==> run_1/layer_met2.png <==
Drawn at 3 px/µm.
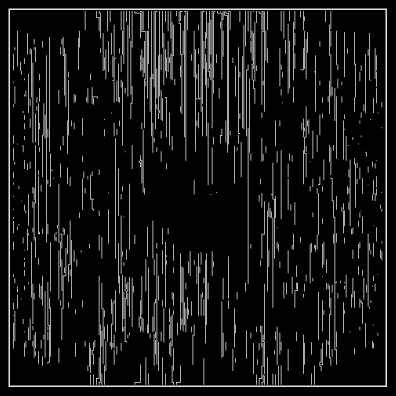
==> run_1/sizes.png <==
Drawn at 4 px/µm.
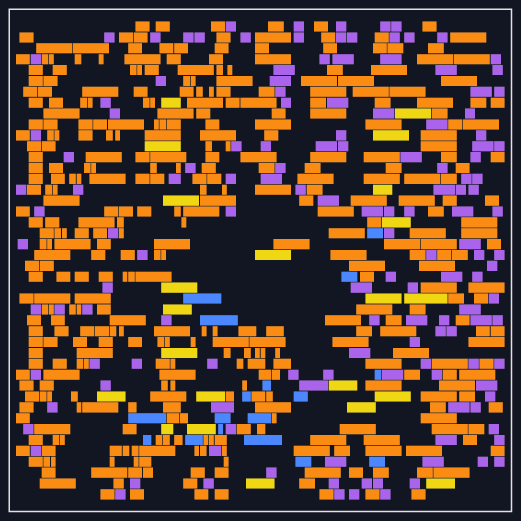
==> run_1/flops_by_reg.png <==
Drawn at 3 px/µm. Other sequential cells in the stronger grey, the rest of the logic in the fainter grey.
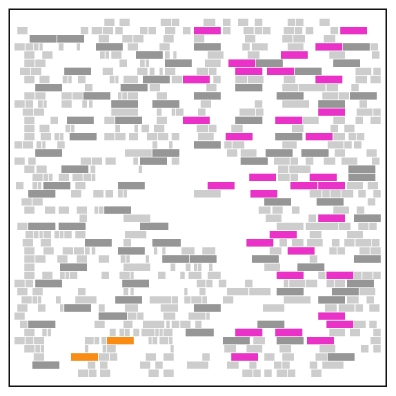
File: config.mk
export PLATFORM = sky130hd
export DESIGN_NAME = regfile_arb
export DESIGN_NICKNAME = d
export VERILOG_FILES = /design/src/rtl/regfile_arb.sv
export SDC_FILE = /design/constraint.sdc
export NUM_CORES = 1
export LEC_CHECK = 0
export CELL_PAD_IN_SITES_DETAIL_PLACEMENT = 0
export CELL_PAD_IN_SITES_GLOBAL_PLACEMENT = 1
export CORE_UTILIZATION = 31
export DETAILED_ROUTE_END_ITERATION = 10
export HOLD_SLACK_MARGIN = 0.03
export MAX_ROUTING_LAYER = met4
export PLACE_DENSITY_LB_ADDON = 0.08
export SYNTH_ARGS = -nofsm -noshare
export SYNTH_HDL_FRONTEND = slang
export SYNTH_SLANG_ARGS = --single-unit
export TNS_END_PERCENT = 50
File: constraint.sdc
create_clock -name clk -period 1.95 [get_ports clk]
set_input_delay 0.2925 -clock clk [delete_from_list [all_inputs] [get_ports clk]]
set_output_delay 0.2925 -clock clk [all_outputs]
set_load 0.1 [all_outputs]
File: src/rtl/regfile_arb.sv
//------------------------------------------------------------------------------
// Module      : regfile_arb
// Description : Two-master round-robin arbiter in front of a single-port
//               register file, with a power-up / software clear sweep that
//               writes zero to every entry.
// Revision    : 1.0 - initial release
//------------------------------------------------------------------------------
`default_nettype none

module regfile_arb #(
  parameter int ADDR_W = 2,
  parameter int DATA_W = 32,
  parameter int DATA_D = 4
) (
  input  logic              clk,
  input  logic              reset_,
  input  logic              clr_,
  output logic              busy,
  input  logic              m0_req_,
  input  logic              m0_we_,
  input  logic [ADDR_W-1:0] m0_addr,
  input  logic [DATA_W-1:0] m0_wr_data,
  output logic              m0_grnt_,
  output logic [DATA_W-1:0] m0_rd_data,
  input  logic              m1_req_,
  input  logic              m1_we_,
  input  logic [ADDR_W-1:0] m1_addr,
  input  logic [DATA_W-1:0] m1_wr_data,
  output logic              m1_grnt_,
  output logic [DATA_W-1:0] m1_rd_data,
  output logic [ADDR_W-1:0] rf_addr,
  output logic [DATA_W-1:0] rf_d_in,
  output logic              rf_we_,
  input  logic [DATA_W-1:0] rf_d_out
);

  typedef enum logic [1:0] {
    INIT   = 2'd0,
    IDLE   = 2'd1,
    ACCESS = 2'd2
  } state_t;

  localparam logic [ADDR_W-1:0] C_LAST_ENTRY = ADDR_W'(DATA_D - 1);

  state_t              state_q, state_d;
  logic [ADDR_W-1:0]   cnt_q, cnt_d;
  logic [ADDR_W-1:0]   rf_addr_q, rf_addr_d;
  logic [DATA_W-1:0]   rf_d_in_q, rf_d_in_d;
  logic                rf_we_q, rf_we_d;
  logic                busy_q, busy_d;
  logic                m0_grnt_q, m0_grnt_d;
  logic                m1_grnt_q, m1_grnt_d;
  logic [DATA_W-1:0]   m0_rd_q, m0_rd_d;
  logic [DATA_W-1:0]   m1_rd_q, m1_rd_d;
  // 1 = m1 was granted last (also names the master owning the current ACCESS)
  logic                last_q, last_d;
  logic                pick_m1;

  // State and registered outputs; reset forces a fresh clear sweep from entry 0
  always_ff @(posedge clk or negedge reset_) begin
    if (!reset_) begin
      state_q   <= INIT;
      cnt_q     <= '0;
      rf_addr_q <= '0;
      rf_d_in_q <= '0;
      rf_we_q   <= 1'b0;
      busy_q    <= 1'b1;
      m0_grnt_q <= 1'b1;
      m1_grnt_q <= 1'b1;
      m0_rd_q   <= '0;
      m1_rd_q   <= '0;
      last_q    <= 1'b1;
    end else begin
      state_q   <= state_d;
      cnt_q     <= cnt_d;
      rf_addr_q <= rf_addr_d;
      rf_d_in_q <= rf_d_in_d;
      rf_we_q   <= rf_we_d;
      busy_q    <= busy_d;
      m0_grnt_q <= m0_grnt_d;
      m1_grnt_q <= m1_grnt_d;
      m0_rd_q   <= m0_rd_d;
      m1_rd_q   <= m1_rd_d;
      last_q    <= last_d;
    end
  end

  // Next-state logic: clear sweep, round-robin arbitration, one-cycle access
  always_comb begin
    state_d   = state_q;
    cnt_d     = cnt_q;
    rf_addr_d = rf_addr_q;
    rf_d_in_d = rf_d_in_q;
    rf_we_d   = rf_we_q;
    busy_d    = busy_q;
    m0_grnt_d = 1'b1;
    m1_grnt_d = 1'b1;
    m0_rd_d   = m0_rd_q;
    m1_rd_d   = m1_rd_q;
    last_d    = last_q;
    // m1 wins when alone, or on a tie when m0 was the last one served
    pick_m1   = !m1_req_ && (m0_req_ || !last_q);

    case (state_q)
      INIT: begin
        // rf_addr tracks the counter one edge ahead so the write lands on cnt_q
        cnt_d     = cnt_q + ADDR_W'(1);
        rf_addr_d = cnt_q + ADDR_W'(1);
        rf_d_in_d = '0;
        rf_we_d   = 1'b0;
        busy_d    = 1'b1;
        if (cnt_q == C_LAST_ENTRY) begin
          state_d = IDLE;
          rf_we_d = 1'b1;
          busy_d  = 1'b0;
        end
      end
      IDLE: begin
        if (!clr_) begin
          state_d   = INIT;
          cnt_d     = '0;
          rf_addr_d = '0;
          rf_d_in_d = '0;
          rf_we_d   = 1'b0;
          busy_d    = 1'b1;
        end else if (!m0_req_ || !m1_req_) begin
          state_d = ACCESS;
          last_d  = pick_m1;
          if (pick_m1) begin
            rf_addr_d = m1_addr;
            rf_d_in_d = m1_wr_data;
            rf_we_d   = m1_we_;
            m1_grnt_d = 1'b0;
          end else begin
            rf_addr_d = m0_addr;
            rf_d_in_d = m0_wr_data;
            rf_we_d   = m0_we_;
            m0_grnt_d = 1'b0;
          end
        end
      end
      ACCESS: begin
        // Reads capture the combinational regfile output at the closing edge
        if (rf_we_q) begin
          if (last_q) m1_rd_d = rf_d_out;
          else        m0_rd_d = rf_d_out;
        end
        rf_we_d = 1'b1;
        state_d = IDLE;
      end
      default: state_d = INIT;
    endcase
  end

  assign busy       = busy_q;
  assign m0_grnt_   = m0_grnt_q;
  assign m1_grnt_   = m1_grnt_q;
  assign m0_rd_data = m0_rd_q;
  assign m1_rd_data = m1_rd_q;
  assign rf_addr    = rf_addr_q;
  assign rf_d_in    = rf_d_in_q;
  assign rf_we_     = rf_we_q;

endmodule

`default_nettype wire
==> impl_metrics.yaml, run 1 <==
# yosys + openroad results
run_status:
  status: "complete, but fails checks"
  violations_in_the_final_reports: "DRC"
critical_path:
  worstPathRequired_ps: 2170
  crit_fanout: 27
  worst-r2r-setup-slack_ps: 240
  cp_slowest_stage_delay_ps: 410
floorplanning:
  floorplan.rows: 44
clock_tree:
  number_of_hold_buffers_added_after_cts: 1
  post_cts.repair.setup_buffers: 0
  post_cts.resized_instances: 0
  cts-root-to-sink-buffers: 2
placed_design:
  detailed_place.area_mm2: 0.006794
route:
  drcViolationCount: 26
  detailroute.via_count: 3404
  detail-route-antenna-nets: 0
  avgRoutedWirePerCell_um: 15.93
final_layout:
  nets: 670
  final_layout_size_suffix_gt1_share_pct: 31.97
  layout_top_cells_excl_fill_tap: "buf_4 (106), clkdlybuf4s50_1 (105), dfrtp_1 (103), nand2_1 (43), mux2i_1 (34)"
sta:
  layout_worst_path_cycle_share_pct: 87.84
  min_period_ps: 1713
  setup_repair_after_global_routing_missed_its_margin: "false"
  timing.final.hold_violations: 0
job:
  cap_violations: 0
min_path:
  worstHoldPathType: "input pin to asynchronous set/reset pin"
## Picture notes: layer_met2.png
The layer holds 47% of the routed length. 575 nets have wire on it. The longest straight run is 62.2 µm. The layer carries 5,590 µm of wire.

## Picture notes: sizes.png
Key: purple = _3 and _4 cells [cells 141, share 25%]; orange = _0 and _1 cells [cells 383, share 68%]; blue = _2 cells [cells 17, share 3.0%]; yellow = _6 and larger [cells 22, share 3.9%]

## Picture notes: flops_by_reg.png
Key: orange = `rf_addr` [flops 2]; magenta = `m0_rd_data` [flops 32]
Another 73 sequential cells are not coloured.

## run 1: cell usage after synthesis
library cell  instances
a211o_1               1
a21oi_4               1
a32oi_1               2
a41oi_2               1
and2_4                1
and4_1                1
buf_12                2
buf_2                 8
buf_4                 4
buf_6                 5
dfrtp_1             103
dfstp_2               4
ha_1                  5
inv_1                 6
inv_2                 1
mux2_1               30
mux2_2                5
mux2_4               30
mux2i_1              34
nand2_1              43
nand2_2               1
nand2b_1              2
nand3_1               3
nand3_2               1
nand3b_1              2
nand3b_4              1
nor2_2                1
nor2b_1               2
nor3_1                1
o21ai_0               6
o21ai_1              32
o22ai_1               1
o22ai_2               1
o32a_1                1
or2_1                 1
or2_2                 1
xnor2_1               1
## run 1: flip-flops by register name, indices dropped and copies added, names as in the netlist
name	flops
m0_rd_data	32
m1_rd_data	32
rf_d_in	32
cnt_q	2
rf_addr	2
state_q	2
busy	1
last_q	1
m0_grnt_	1
m1_grnt_	1
rf_we_	1
## run 1: cells by family after synthesis
| group | after synthesis | synth area share (%) |
|---|---|---|
| simple gates | 61 | 6.252 |
| flops | 107 | 57.04 |
| fa+ha+maj | 5 | 1.330 |
| compound gates | 46 | 5.906 |
| mux | 99 | 25.19 |
| xor+xnor | 1 | 0.1863 |
| buf+inv | 26 | 4.097 |
## run 1: per-stage QoR
step,util (%),hold slack [ps]
6_report,48.60,423.0
5_1_grt,48.60,451.2
4_1_cts,48.60,423.7
3_5_place_dp,46.39,251.8
3_3_place_gp,46.39,247.3
2_1_floorplan,-,-3.091
## run 1: final cells by class
type | count | area [µm²] | area share (%)
clock buffers | 11 | 252.7 | 3.551
clock inverters | 5 | 60.06 | 0.8439
inverters | 7 | 26.28 | 0.3692
multi-input cells | 212 | 1828 | 25.69
flip-flops and latches | 107 | 2683 | 37.69
well taps | 184 | 230.2 | 3.235
repair buffers | 221 | 2037 | 28.62
## run 1: per-layer routing
| metal | share of wire, % | wire [µm] |
|---|---|---|
| met4 | 1.3 | 154 |
| met2 | 47 | 5587 |
| met5 | 0 | 0 |
| met3 | 8.0 | 952 |
| met1 | 44 | 5203 |
## run 1: worst max-delay path by stage
stage | start | end | slack, ps | cells past startpoint
floorplan | rf_we_ | m1_rd_data[10] | 80 | 3
global placement | m0_req_ | rf_d_in[23] | 180 | 6
detailed placement | m0_req_ | rf_d_in[9] | 170 | 6
CTS | state_q[0] | m1_rd_data[18] | 210 | 5
global route | state_q[0] | m1_rd_data[8] | 120 | 5
finish | state_q[0] | m1_rd_data[26] | 240 | 5
==> run 2, diff against run 1 <==
--- a/config.mk
+++ b/config.mk
@@ -5,6 +5,7 @@
 export SDC_FILE = /design/constraint.sdc
 export NUM_CORES = 1
 export LEC_CHECK = 0
+export ABC_CLOCK_PERIOD_IN_PS = 1950
 export CELL_PAD_IN_SITES_DETAIL_PLACEMENT = 0
 export CELL_PAD_IN_SITES_GLOBAL_PLACEMENT = 1
 export CORE_UTILIZATION = 31
==> run_2/congestion.png <==
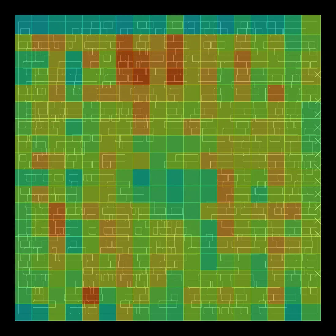
DR WL/cell: 15.93 µm
utilization after layout: 48.60%

==> run_2/cell_density.png <==
Drawn at 3 px/µm. 13 x 13 tiles, from black (low) to pale yellow (high), 0 to 100% covered.
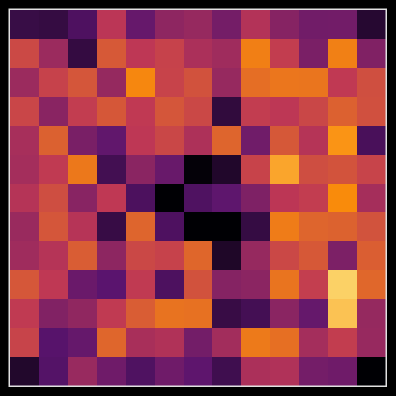
The mean over all tiles is 44%. The emptiest ninth of the die: centre. 3.0% of the tiles are nearly empty.

==> impl_metrics.yaml, run 2 <==
# yosys + openroad results
min_path:
  worstHoldPathType: "input pin to asynchronous set/reset pin"
synth:
  synth.cellmix.xorXnorShare_pct: 0.1862
  edf_count: 0
  async_flop_share_pct: 100.0
  yosys.area_share.simple_pct: 6.252
  synth-compound-area-share_pct: 5.906
  adder_share_pct: 1.330
  post_synth_mux_area_share_pct: 25.19
  synth_dominant_cell_count: "dfrtp_1"
  ys_top_logic_family: "multiplexers"
  post_synth_most_frequent_cells: "dfrtp_1 (103), nand2_1 (43), mux2i_1 (34)"
  synth-main-ff-cell: "dfrtp_1"
floorplanning:
  floorplan.rows: 44
final_layout:
  final_layout_size_suffix_gt1_share_pct: 31.97
route:
  drcViolationCount: 26
  detail-route-antenna-nets: 0
sta:
  min_period_ps: 1713
  timing.final.hold_violations: 0
  hold_slack_ps: 423.0
clock_tree:
  cts-root-to-sink-buffers: 2
run_status:
  violations_in_the_final_reports: "DRC"
  status: "complete, but fails checks"
critical_path:
  worstSetupPathDepth: 5
  cp_slowest_stage_delay_ps: 410
job:
  cap_violations: 0
run 2: cell counts in the layout (fill, tap and decap cells not counted):
Identical to the previous run, type by type.
run 2: area by class of cell:
type                       count  area, µm²
fill                        1379       7527
sequential                   107       2683
timing repair buffer         221       2037
multi-input combinational    212       1828
clock buffer                  11      252.7
tap                          184      230.2
clock inverter                 5      60.06
inverter                       7      26.28
run 2: metrics by stage:
step | instance area [µm²]
after floorplan | 4703
after global placement | 6794
after detailed placement | 6794
after CTS | 7117
after global routing | 7117
final | 7117
run 2: final timing paths:
kind | slack, ps | endpoint | startpoint
hold reg to reg | 490 | rf_d_in[5] | rf_d_in[5]
max in group asynchronous | 930 | m1_grnt_ | reset_
min in group clk | 490 | rf_d_in[5] | rf_d_in[5]
setup / recovery | 240 | m1_rd_data[26] | state_q[0]
setup reg to reg | 240 | m1_rd_data[26] | state_q[0]
hold / removal | 420 | m0_rd_data[24] | reset_
run 2: cells by family after synthesis:
group / Yosys count
DFF: 107
adders and majority gates: 5
and+or+nand+nor: 61
AOI/OAI and AO/OA: 46
buffers and inverters: 26
xor gates and xnor gates: 1
muxes: 99
run 2: worst reg2reg max path, delay by kind of cell, from the launching register on:
family        cells  cell delay (ps)
mux               1              340
flops             1              410
buf+inv           2              360
fa+ha+maj         1              250
simple gates      1              240
run 2: routing by layer:
layer / part of all wire (%) / vias up / GRT usage (%)
met1: 44 / 1634 / 19.73
li1: - / 1621 / -
met2: 47 / 138 / 25.67
met5: 0 / - / -
met3: 8.0 / 11 / 4.750
met4: 1.3 / 0 / 5.380
==> run_2/sizes.png <==
Drawn at 4 px/µm.
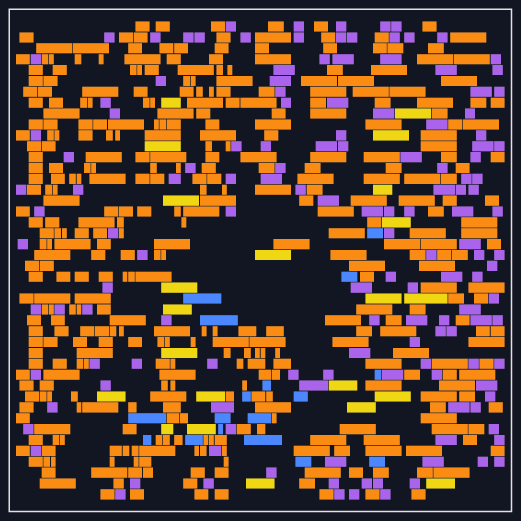

==> run 3, diff against run 2 <==
--- a/config.mk
+++ b/config.mk
@@ -12,7 +12,8 @@
 export DETAILED_ROUTE_END_ITERATION = 10
 export HOLD_SLACK_MARGIN = 0.03
 export MAX_ROUTING_LAYER = met4
-export PLACE_DENSITY_LB_ADDON = 0.08
+export PLACE_DENSITY_LB_ADDON = 0.1
+export SETUP_SLACK_MARGIN = 0.5
 export SYNTH_ARGS = -nofsm -noshare
 export SYNTH_HDL_FRONTEND = slang
 export SYNTH_SLANG_ARGS = --single-unit
==> run_3/sizes.png <==
Drawn at 4 px/µm.
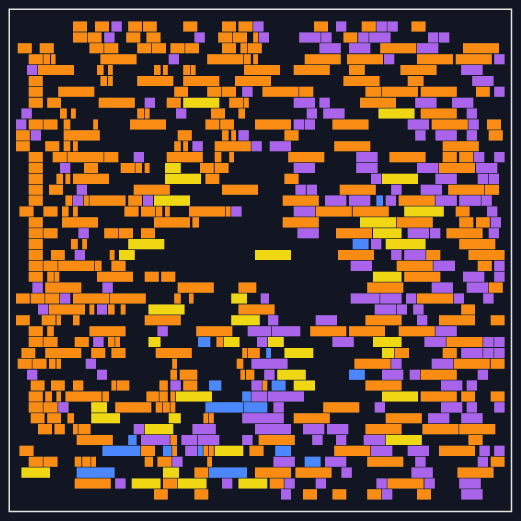
Key: purple = _3 and _4 cells [cells 183, share 31%]; blue = _2 cells [cells 18, share 3.1%]; yellow = _6 and larger [cells 38, share 6.5%]; orange = _0 and _1 cells [cells 345, share 59%]

==> run_3/detail.png <==
Window x 50 to 75, y 50 to 75 µm. Cells in grey, sequential cells in the stronger grey; small squares are vias.
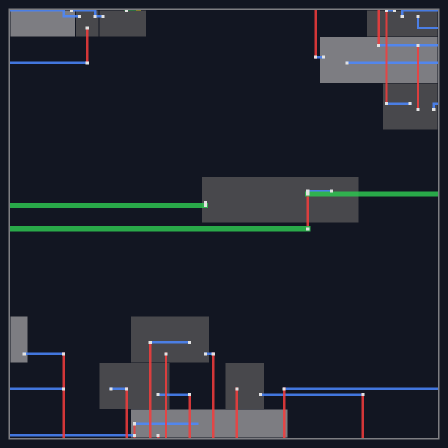
Key: green = metal 3; red = metal 2; orange = metal 4; blue = metal 1
10 logic cells have their middle in the window. Sequential cells in the window: 2. Netlist names of flops here include `m0_rd_data` (1), `state_q` (1). Most frequent: mux2_4 (2), dfrtp_1 (2).

==> impl_metrics.yaml, run 3 <==
# yosys + openroad results
run_status:
  status: "complete, but fails checks"
  violations_in_the_final_reports: "DRC"
placed_design:
  detailed_place.area_mm2: 0.006780
  preCtsSetupSlack_ps: 88.70
sta:
  min_period_ps: 1545
  timing.final.hold_violations: 0
job:
  cap_violations: 0
synth:
  adder_share_pct: 1.330
  post_synth_mux_area_share_pct: 25.19
  post_synth_most_frequent_cells: "dfrtp_1 (103), nand2_1 (43), mux2i_1 (34)"
  synth-compound-area-share_pct: 5.906
  synth.cellmix.xorXnorShare_pct: 0.1862
  async_flop_share_pct: 100.0
  yosys.area_share.simple_pct: 6.252
  edf_count: 0
  synth-main-ff-cell: "dfrtp_1"
  ys_top_logic_family: "multiplexers"
  yosys.area.top_type: "dfrtp_1"
  synth_dominant_cell_count: "dfrtp_1"
clock_tree:
  cts-root-to-sink-buffers: 2
route:
  detailedRoute.firstIterationViolations: 131
  detail-route-antenna-nets: 0
  avgRoutedWirePerCell_um: 17.10
  drcViolationCount: 28
final_layout:
  final_cell_area_mm2: 0.007614
  final.fill_count: 1326
  final_layout_size_suffix_gt1_share_pct: 40.92
floorplanning:
  floorplan.rows: 44
-- run 3: cell types whose count changed in the layout (fill, tap and decap cells not counted), moves of 2 or more --
cell / change
inv_1: -2
mux2_1: -27
clkbuf_16: +3
ha_1: -3
mux2_4: +28
ha_4: +3
buf_12: +4
clkbuf_8: -2
buf_4: +4
inv_6: +2
buf_6: +6
buf_16: +2
-- run 3: cells by family (layout without fill, tap and decap cells) --
logic type                 Yosys count  count (layout)
DFF                                107             107
muxes                               99              99
and+or+nand+nor                     61              62
AOI/OAI and AO/OA                   46              46
buffers and inverters               26             264
adders and majority gates            5               5
xor gates and xnor gates             1               1
-- run 3: critical path, cell delays in order, from the launching register on --
cell and delay, ps:
dfrtp_1 410, buf_6 140, ha_4 160, buf_8 130
nand3b_4 130, buf_16 160, mux2_4 300
-- run 3: routing by layer --
layer	vias up	part of all wire, %	GRT usage (%)
met5	-	0	-
met4	0	2.6	7.747
met3	23	7.7	4.664
met2	148	46	25.80
met1	1725	44	21.99
li1	1669	-	-
-- run 3: final timing paths --
path                              from              to  slack [ps]  cells after the start
max                         state_q[1]  m0_rd_data[23]         400                      6
max reg2reg                 state_q[1]  m0_rd_data[23]         400                      6
min                             reset_  m1_rd_data[27]         430                      2
min in group clk           rf_d_in[13]     rf_d_in[13]         490                      2
min reg2reg                rf_d_in[13]     rf_d_in[13]         490                      2
max in group asynchronous       reset_      state_q[1]         960                      3
-- run 3: final cells by class --
| class | count | area [µm²] | share of cell area [%] |
|---|---|---|---|
| Sequential cell | 107 | 2686 | 35.28 |
| Multi-Input combinational cell | 213 | 2026 | 26.61 |
| Tap cell | 184 | 230.2 | 3.024 |
| Clock buffer | 9 | 225.2 | 2.958 |
| Timing Repair Buffer | 241 | 2360 | 30.99 |
| Inverter | 7 | 28.78 | 0.3780 |
| Clock inverter | 7 | 57.56 | 0.7560 |
-- run 3: stage by stage --
stage          hold slack, ps  util [%]  std cells
2_1_floorplan          -3.091         -        345
3_3_place_gp            258.6     46.30        727
3_5_place_dp            264.7     46.30        727
4_1_cts                 427.9     50.92        762
5_1_grt                 466.6     51.99        768
6_report                428.1     51.99        768
-- run 3: repair_timing --
item                                    CTS  global route
buffers inserted                         15             2
resized                                  43            12
gates cloned                              3             4
pin swaps                                 6             3
hold endpoints to repair                 21             0
hold buffers                              1             0
endpoints found under the setup margin  104           104
